run_1/density.png
Scale: 4 px per um. 9 x 8 tiles, from black (low) to pale yellow (high), 0 to 100% covered.
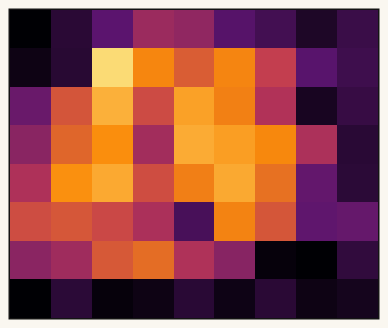
run_1/cell_classes.png
Scale: 3 px per um.
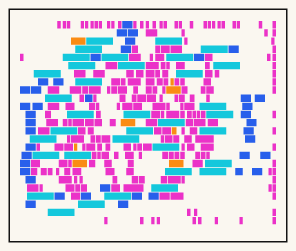
run_1/final_clocks.png
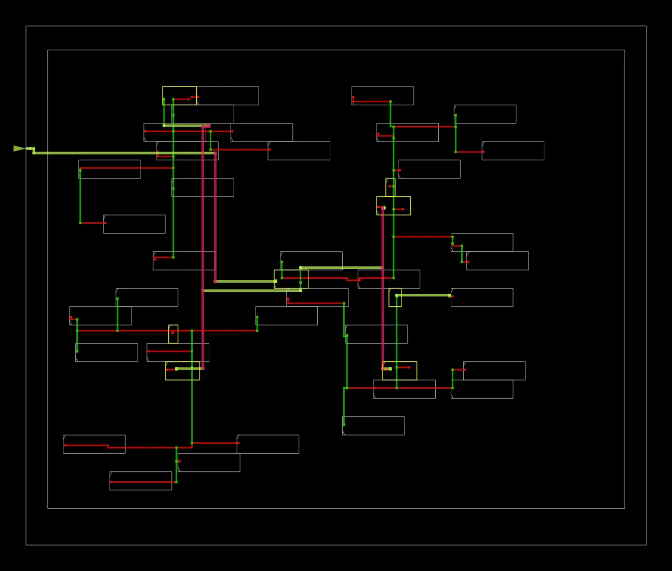
File: src/rtl/systolic_tile_controller.sv
// Tile sequencer for a ROWS x COLS systolic array: clear, feed, flush and drain per output tile.
// Define SYSTOLIC_CTRL_PERF_EN to build the busy-cycle and stall performance counters.
module systolic_tile_controller #(
    parameter int unsigned ROWS   = 4,
    parameter int unsigned COLS   = 4,
    parameter int unsigned K_MAX  = 16,
    parameter int unsigned TILE_W = 8,
    parameter int unsigned KW     = $clog2(K_MAX + 1)
) (
    input  logic                    clk,
    input  logic                    rst_n,
    input  logic                    start,
    input  logic [KW-1:0]           k_len,
    input  logic [TILE_W-1:0]       num_tiles,
    input  logic                    in_valid,
    output logic                    in_ready,
    output logic                    valid_src,
    output logic                    clear_acc,
    output logic [KW-1:0]           k_idx,
    output logic [TILE_W-1:0]       tile_idx,
    output logic                    drain_valid,
    output logic [$clog2(ROWS)-1:0] drain_row,
    input  logic                    out_ready,
    output logic                    busy,
    output logic                    done,
    output logic                    err,
    output logic [31:0]             stall_cnt,
    output logic [31:0]             cycle_cnt
);
    localparam int unsigned F  = ROWS + COLS - 2;
    localparam int unsigned FW = $clog2(F + 1);
    localparam int unsigned RW = $clog2(ROWS);

    typedef enum logic [2:0] {StIdle, StClear, StFeed, StFlush, StDrain, StDone} state_e;

    state_e            state_q;
    logic [KW-1:0]     k_len_q;
    logic [KW-1:0]     k_idx_q;
    logic [TILE_W-1:0] num_tiles_q;
    logic [TILE_W-1:0] tile_idx_q;
    logic [FW-1:0]     flush_q;
    logic [RW-1:0]     drain_row_q;
    logic              err_q;
    logic              cmd_ok;
    logic              accept;

    assign cmd_ok = (k_len != '0) && (k_len <= KW'(K_MAX)) && (num_tiles != '0);
    assign accept = (state_q == StIdle) && start && cmd_ok;

    always_ff @(posedge clk or negedge rst_n) begin
        if (!rst_n) begin
            state_q     <= StIdle;
            k_len_q     <= '0;
            k_idx_q     <= '0;
            num_tiles_q <= '0;
            tile_idx_q  <= '0;
            flush_q     <= '0;
            drain_row_q <= '0;
            err_q       <= 1'b0;
        end else begin
            err_q <= 1'b0;
            case (state_q)
                StIdle: begin
                    if (accept) begin
                        k_len_q     <= k_len;
                        num_tiles_q <= num_tiles;
                        tile_idx_q  <= '0;
                        state_q     <= StClear;
                    end else if (start) begin
                        err_q <= 1'b1;
                    end
                end
                StClear: begin
                    k_idx_q <= '0;
                    state_q <= StFeed;
                end
                StFeed: begin
                    if (in_valid) begin
                        k_idx_q <= k_idx_q + KW'(1);
                        if (k_idx_q == k_len_q - KW'(1)) begin
                            flush_q <= '0;
                            state_q <= StFlush;
                        end
                    end
                end
                StFlush: begin
                    // Let the last operand wave propagate across the array diagonal.
                    if (flush_q == FW'(F - 1)) begin
                        drain_row_q <= '0;
                        state_q     <= StDrain;
                    end else begin
                        flush_q <= flush_q + FW'(1);
                    end
                end
                StDrain: begin
                    if (out_ready) begin
                        if (drain_row_q == RW'(ROWS - 1)) begin
                            if (tile_idx_q == num_tiles_q - TILE_W'(1)) begin
                                state_q <= StDone;
                            end else begin
                                tile_idx_q <= tile_idx_q + TILE_W'(1);
                                state_q    <= StClear;
                            end
                        end else begin
                            drain_row_q <= drain_row_q + RW'(1);
                        end
                    end
                end
                StDone:  state_q <= StIdle;
                default: state_q <= StIdle;
            endcase
        end
    end

    assign in_ready    = (state_q == StFeed);
    assign valid_src   = in_valid && in_ready;
    assign clear_acc   = (state_q == StClear);
    assign drain_valid = (state_q == StDrain);
    assign done        = (state_q == StDone);
    assign busy        = (state_q != StIdle) && (state_q != StDone);
    assign err         = err_q;
    assign k_idx       = k_idx_q;
    assign tile_idx    = tile_idx_q;
    assign drain_row   = drain_row_q;

`ifdef SYSTOLIC_CTRL_PERF_EN
    logic [31:0] cycle_cnt_q;
    logic [31:0] stall_cnt_q;
    logic        stall_now;

    assign stall_now = ((state_q == StFeed) && !in_valid) || ((state_q == StDrain) && !out_ready);

    always_ff @(posedge clk or negedge rst_n) begin
        if (!rst_n) begin
            cycle_cnt_q <= '0;
            stall_cnt_q <= '0;
        end else if (accept) begin
            cycle_cnt_q <= '0;
            stall_cnt_q <= '0;
        end else begin
            if (busy && (cycle_cnt_q != '1)) begin
                cycle_cnt_q <= cycle_cnt_q + 32'd1;
            end
            if (stall_now && (stall_cnt_q != '1)) begin
                stall_cnt_q <= stall_cnt_q + 32'd1;
            end
        end
    end

    assign cycle_cnt = cycle_cnt_q;
    assign stall_cnt = stall_cnt_q;
`else
    assign cycle_cnt = '0;
    assign stall_cnt = '0;
`endif

endmodule
File: config.mk
export PLATFORM = sky130hd
export DESIGN_NAME = systolic_tile_controller
export DESIGN_NICKNAME = d
export VERILOG_FILES = /design/src/rtl/systolic_tile_controller.sv
export SDC_FILE = /design/constraint.sdc
export NUM_CORES = 1
export LEC_CHECK = 0
export ABC_AREA = 0
export CORE_AREA = 3 3 89 74
export CTS_BUF_LIST = sky130_fd_sc_hd__clkbuf_8
export CTS_CLUSTER_SIZE = 12
export DETAILED_ROUTE_END_ITERATION = 10
export DIE_AREA = 0 0 92 77
export GPL_TIMING_DRIVEN = 1
export PLACE_DENSITY = 0.84
export SETUP_SLACK_MARGIN = 0.3
export SLEW_MARGIN = 20
export SYNTH_ARGS = -nofsm -noshare
export SYNTH_HDL_FRONTEND = slang
export SYNTH_SLANG_ARGS = --single-unit
File: constraint.sdc
create_clock -name clk -period 4.95 [get_ports clk]
set_input_delay 1.485 -clock clk [delete_from_list [all_inputs] [get_ports clk]]
set_output_delay 1.485 -clock clk [all_outputs]
set_load 0.01 [all_outputs]
==> flow_summary.json, run 1 <==
{
  "status": "completed",
  "ys.flop_type": "dfrtp_1",
  "die_y_um": 77,
  "max_slew_margin_pct": 46.42,
  "yosys_area_um2": 2587,
  "fin_setup_tns_ns": 0,
  "wl_per_cell_um": 12.52,
  "critPathCaptureType": "primary output",
  "grt_max_degree": 36,
  "finalWeightedCongestion": 0.8547,
  "worstSetupStartpointType": "input port",
  "fin_crit_ns": 4.285,
  "hold_buffers": 0,
  "die_w_um": 92,
  "overflow": 0,
  "dp.cells": 389,
  "cp-startpoint": "in_valid",
  "cp_max_fo": 8,
  "hold_violations": 0,
  "regToRegEndpoint": "tile_idx[0]",
  "cts_buffer_depth": 2,
  "drive_above_1_share_pct": 9.494,
  "layout.nets": 340,
  "hold_path.class": "reg2reg",
  "crit_path_top_delay_cell": "clkdlybuf4s50_1",
  "hold_slack_ns": 0.5092,
  "vias": 1859,
  "drc": 0,
  "required_ns": 3.46,
  "worst_pin_slew_ns": 0.8023,
  "antenna_left": 0,
  "wl_um": 4972,
  "setup_ws_ns": 0.6649,
  "fp_util_pct": 44.47,
  "ys.warnings.count": 0,
  "clock_latency_ns": 0.29,
  "finalClockPeriodUsage_pct": 86.57,
  "syn_area_um2": 2587,
  "setup_viol": 0
}
Back to the opening pictures, density.png:
mean over tiles: 40%
fullest tile: 92%
tiles over 75% full: 13%
nearly empty tiles: 6.9%
emptiest ninth of the die: bottom right

Back to the opening pictures, cell_classes.png:
| color | class | cells | share of their area |
|---|---|---|---|
| orange | clock drivers and dummy loads | 8 | 2.9% |
| cyan | flops | 35 | 31% |
| magenta | all other logic | 232 | 51% |
| blue | other buffers and delay cells | 41 | 14% |
register share of the cell area: 30.20%
Core ar.: 5818 um^2
cell area after layout: 2900 um^2

Back to the opening pictures, final_clocks.png:
CTS buffer count: 5
clock sinks: 35
Power Clock: 199 uW
clk_skew: 0.004918 ns

-- run 1: worst max-delay path, delay by kind of cell --
| kind | cells | cell delay (ns) |
|---|---|---|
| and+or+nand+nor | 1 | 0.26 |
| buffers and inverters | 2 | 1.06 |
-- run 1: metrics by stage --
stage	cell area, um^2	total power, uW
after detailed placement	2819	1094
after global routing	2900	1397
after global placement	2819	1063
final	2900	1286
after CTS	2900	1298
after floorplan	2824	953.0
-- run 1: cell families after synthesis --
kind of cell               after synthesis  share of synthesized area (%)
and+or+nand+nor                         71                          16.20
AOI/OAI and AO/OA                       42                          10.69
xor gates and xnor gates                19                          6.431
DFF                                     35                          33.85
other                                    1                         0.1449
buffers and inverters                   81                          21.23
adders and majority gates                7                          3.385
muxes                                   19                          8.075
-- run 1: cell usage after synthesis, drive strengths merged (2+ instances only) --
library cell | count | area [um^2]
mux2 | 15 | 168.9
nand3b | 2 | 15.01
nand2 | 11 | 41.29
nor3b | 2 | 26.28
inv | 10 | 37.54
a21o | 2 | 15.01
xor2 | 10 | 87.58
a31oi | 2 | 12.51
o31ai | 4 | 30.03
ha | 7 | 87.58
a211oi | 2 | 20.02
mux2i | 4 | 40.04
nand4 | 3 | 18.77
nand3 | 8 | 52.55
xnor2 | 9 | 78.83
nor2b | 3 | 18.77
nor4 | 4 | 31.28
or3 | 4 | 30.03
dfrtp | 35 | 875.8
nor2 | 11 | 41.29
nand2b | 7 | 43.79
nor3 | 8 | 40.04
a21boi | 2 | 15.01
o21ai | 8 | 40.04
buf | 67 | 495.5
and3 | 2 | 13.77
or4 | 2 | 15.01
a21oi | 12 | 60.06
clkbuf | 4 | 16.26
-- run 1: registers in the layout, indices dropped and copies added (netlist names) --
register     cells
flush_q          3
tile_idx         8
k_len_q          5
state_q          3
num_tiles_q      8
drain_row        2
k_idx            5
err              1
-- run 1: power breakdown --
group          leakage [uW]  total (uW)  switching [uW]  internal, uW
Clock             0.0000505         199             104          94.6
Sequential         0.000449         514             135           378
Combinational      0.000800         574             274           300
-- run 1: area by class of cell --
| type | instances | area, um^2 | area share, % |
|---|---|---|---|
| clock inverter | 3 | 12.51 | 0.4314 |
| tap | 81 | 101.3 | 3.494 |
| timing repair buffer | 41 | 405.4 | 13.98 |
| inverter | 10 | 37.54 | 1.294 |
| multi-input combinational | 222 | 1399 | 48.23 |
| sequential | 35 | 875.8 | 30.20 |
| clock buffer | 5 | 68.82 | 2.373 |
-- run 1: per-layer routing --
layer,routed length (um),vias up,share of wire [%],track usage [%]
met4,79,0,1.6,5.786
met2,2246,73,45,20.12
met3,420,8,8.4,4.118
met1,2225,879,45,20.12
li1,-,899,-,-
met5,0,-,0,0
-- run 1: worst min-delay path by stage --
stage                             to  startpoint  cells past startpoint
after floorplan           flush_q[2]  flush_q[2]                      1
after global placement    flush_q[2]  flush_q[2]                      1
after detailed placement  flush_q[2]  flush_q[2]                      1
after CTS                 flush_q[2]  flush_q[2]                      1
after global routing      flush_q[2]  flush_q[2]                      1
final                     flush_q[0]  flush_q[0]                      1
## Run 2: what changed since run 1
--- a/config.mk
+++ b/config.mk
@@ -11,6 +11,7 @@
 export CTS_CLUSTER_SIZE = 12
 export DETAILED_ROUTE_END_ITERATION = 10
 export DIE_AREA = 0 0 92 77
+export GPL_ROUTABILITY_DRIVEN = 0
 export GPL_TIMING_DRIVEN = 1
 export PLACE_DENSITY = 0.84
 export SETUP_SLACK_MARGIN = 0.3
==> flow_summary.json, run 2 <==
{
  "intPower_uw": 773.0,
  "setup_viol": 0,
  "synth_top_area_share_pct": 33.85,
  "p_seq_share_pct": 39.9,
  "antenna_left": 0,
  "cts_max_level": 2,
  "vias": 1859,
  "core_area_um2": 5818,
  "hold_path.class": "reg2reg",
  "syn_area_um2": 2587,
  "ys.flop_type": "dfrtp_1",
  "die_w_um": 92,
  "ys.warnings.count": 0,
  "common_cells": "64 x buf_4, 35 x dfrtp_1, 15 x mux2_2",
  "layout_top_cell": "conb_1",
  "fin_crit_ns": 4.285,
  "mostFrequentLayoutCells": "64 x conb_1, 39 x clkdlybuf4s50_1, 35 x dfrtp_1",
  "synth.most_common_cell": "buf_4",
  "overflow": 0,
  "clock_sinks": 35,
  "dp.cells": 389,
  "holdPathStages": 1,
  "yosys_area_um2": 2587,
  "hold_buffers": 0,
  "required_ns": 3.46,
  "yosysTopAreaCell": "dfrtp_1",
  "layout.nets": 340,
  "grt_max_degree": 36,
  "fin_worst_skew_ns": 0.004918,
  "fin_setup_tns_ns": 0,
  "drc": 0,
  "clock_latency_ns": 0.29,
  "cp_max_fo": 8,
  "drive_above_1_share_pct": 9.494,
  "synthArstFlopShare_pct": 100.0,
  "fp_util_pct": 44.47,
  "hold_violations": 0,
  "status": "completed",
  "p_sw_uw": 513.5,
  "worstSetupStartpointType": "input port",
  "max_slew_margin_pct": 46.42,
  "cts_buffer_depth": 2
}
[run 2: cell counts after synthesis]
No cell type changed its count.
[run 2: stage by stage]
| step | power (uW) | cell area (um^2) | setup WS (ns) | utilization [%] | hold WS, ns |
|---|---|---|---|---|---|
| finish | 1286 | 2900 | 0.6649 | 49.85 | 0.5092 |
| global route | 1397 | 2900 | 0.5981 | 49.85 | 0.5318 |
| CTS | 1298 | 2900 | 0.6634 | 49.85 | 0.5088 |
| detailed placement | 1094 | 2819 | 0.6785 | 48.45 | 0.4991 |
| global placement | 1063 | 2819 | 0.6649 | 48.45 | 0.4908 |
| floorplan | 953.0 | 2824 | 1.625 | - | 0.4727 |
[run 2: cells by family after synthesis]
logic type	share of synthesized area (%)
compound gates	10.69
xor+xnor	6.431
fa+ha+maj	3.385
buf+inv	21.23
flops	33.85
mux	8.075
other cells	0.1449
simple gates	16.20
[run 2: routing by layer]
layer	up-vias	share of wire (%)	track usage, %
met5	-	0	0
met4	0	1.6	5.786
met3	8	8.4	4.118
met2	73	45	20.12
met1	879	45	20.12
li1	899	-	-
[run 2: power by group through the flow]
stage / Combinational [uW] / Clock (uW) / Sequential (uW)
3_3_place_gp: 553 / 0 / 510
5_1_grt: 648 / 218 / 531
2_1_floorplan: 485 / 0 / 468
6_report: 574 / 199 / 514
4_1_cts: 579 / 206 / 513
3_5_place_dp: 576 / 0 / 518
[run 2: final timing paths]
path,slack [ns],to,start
setup / recovery,0.66,valid_src,in_valid
hold / removal,0.51,flush_q[0],flush_q[0]
setup reg to reg,2.25,tile_idx[0],num_tiles_q[0]
hold reg to reg,0.51,flush_q[0],flush_q[0]
max in group asynchronous,3.01,err,rst_n
min in group asynchronous,1.62,tile_idx[1],rst_n
[run 2: area by class of cell]
class	instances	area, um^2
tap	81	101.3
clock inverter	3	12.51
inverter	10	37.54
multi-input combinational	222	1399
timing repair buffer	41	405.4
sequential	35	875.8
clock buffer	5	68.82
fill	543	2918
[run 2: worst max-delay path, cell delays in order]
cell and delay, ns:
clkdlybuf4s50_1 0.47, and2_1 0.26, clkdlybuf4s50_1 0.59
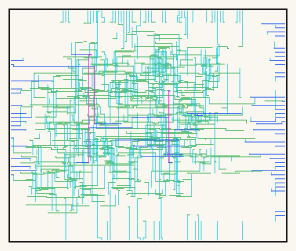
run_2/metal_stack.png
Scale: 3 px per um.
| color | layer | wire length |
|---|---|---|
| blue | met3 | 421 um |
| green | met1 | 2230 um |
| magenta | met4 | 79.8 um |
| cyan | met2 | 2250 um |
WL/cell: 12.52 um
drt total wl: 4972 um

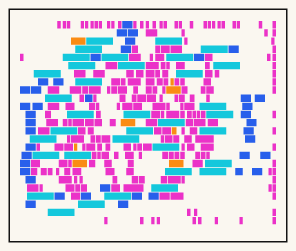
run_2/cell_classes.png
Scale: 3 px per um.
| color | class | cells | share of their area |
|---|---|---|---|
| magenta | all other logic | 232 | 51% |
| blue | other buffers and delay cells | 41 | 14% |
| cyan | flops | 35 | 31% |
| orange | clock drivers and dummy loads | 8 | 2.9% |
utilization after layout: 49.85%
Rows: 25

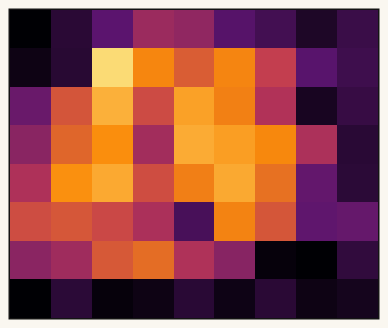
run_2/density.png
Scale: 4 px per um. 9 x 8 tiles, from black (low) to pale yellow (high), 0 to 100% covered.
tiles over 75% full: 13%
nearly empty tiles: 6.9%
emptiest ninth of the die: bottom right
mean over tiles: 40%
fullest tile: 92%

Power is estimated from default activity; no workload was simulated.
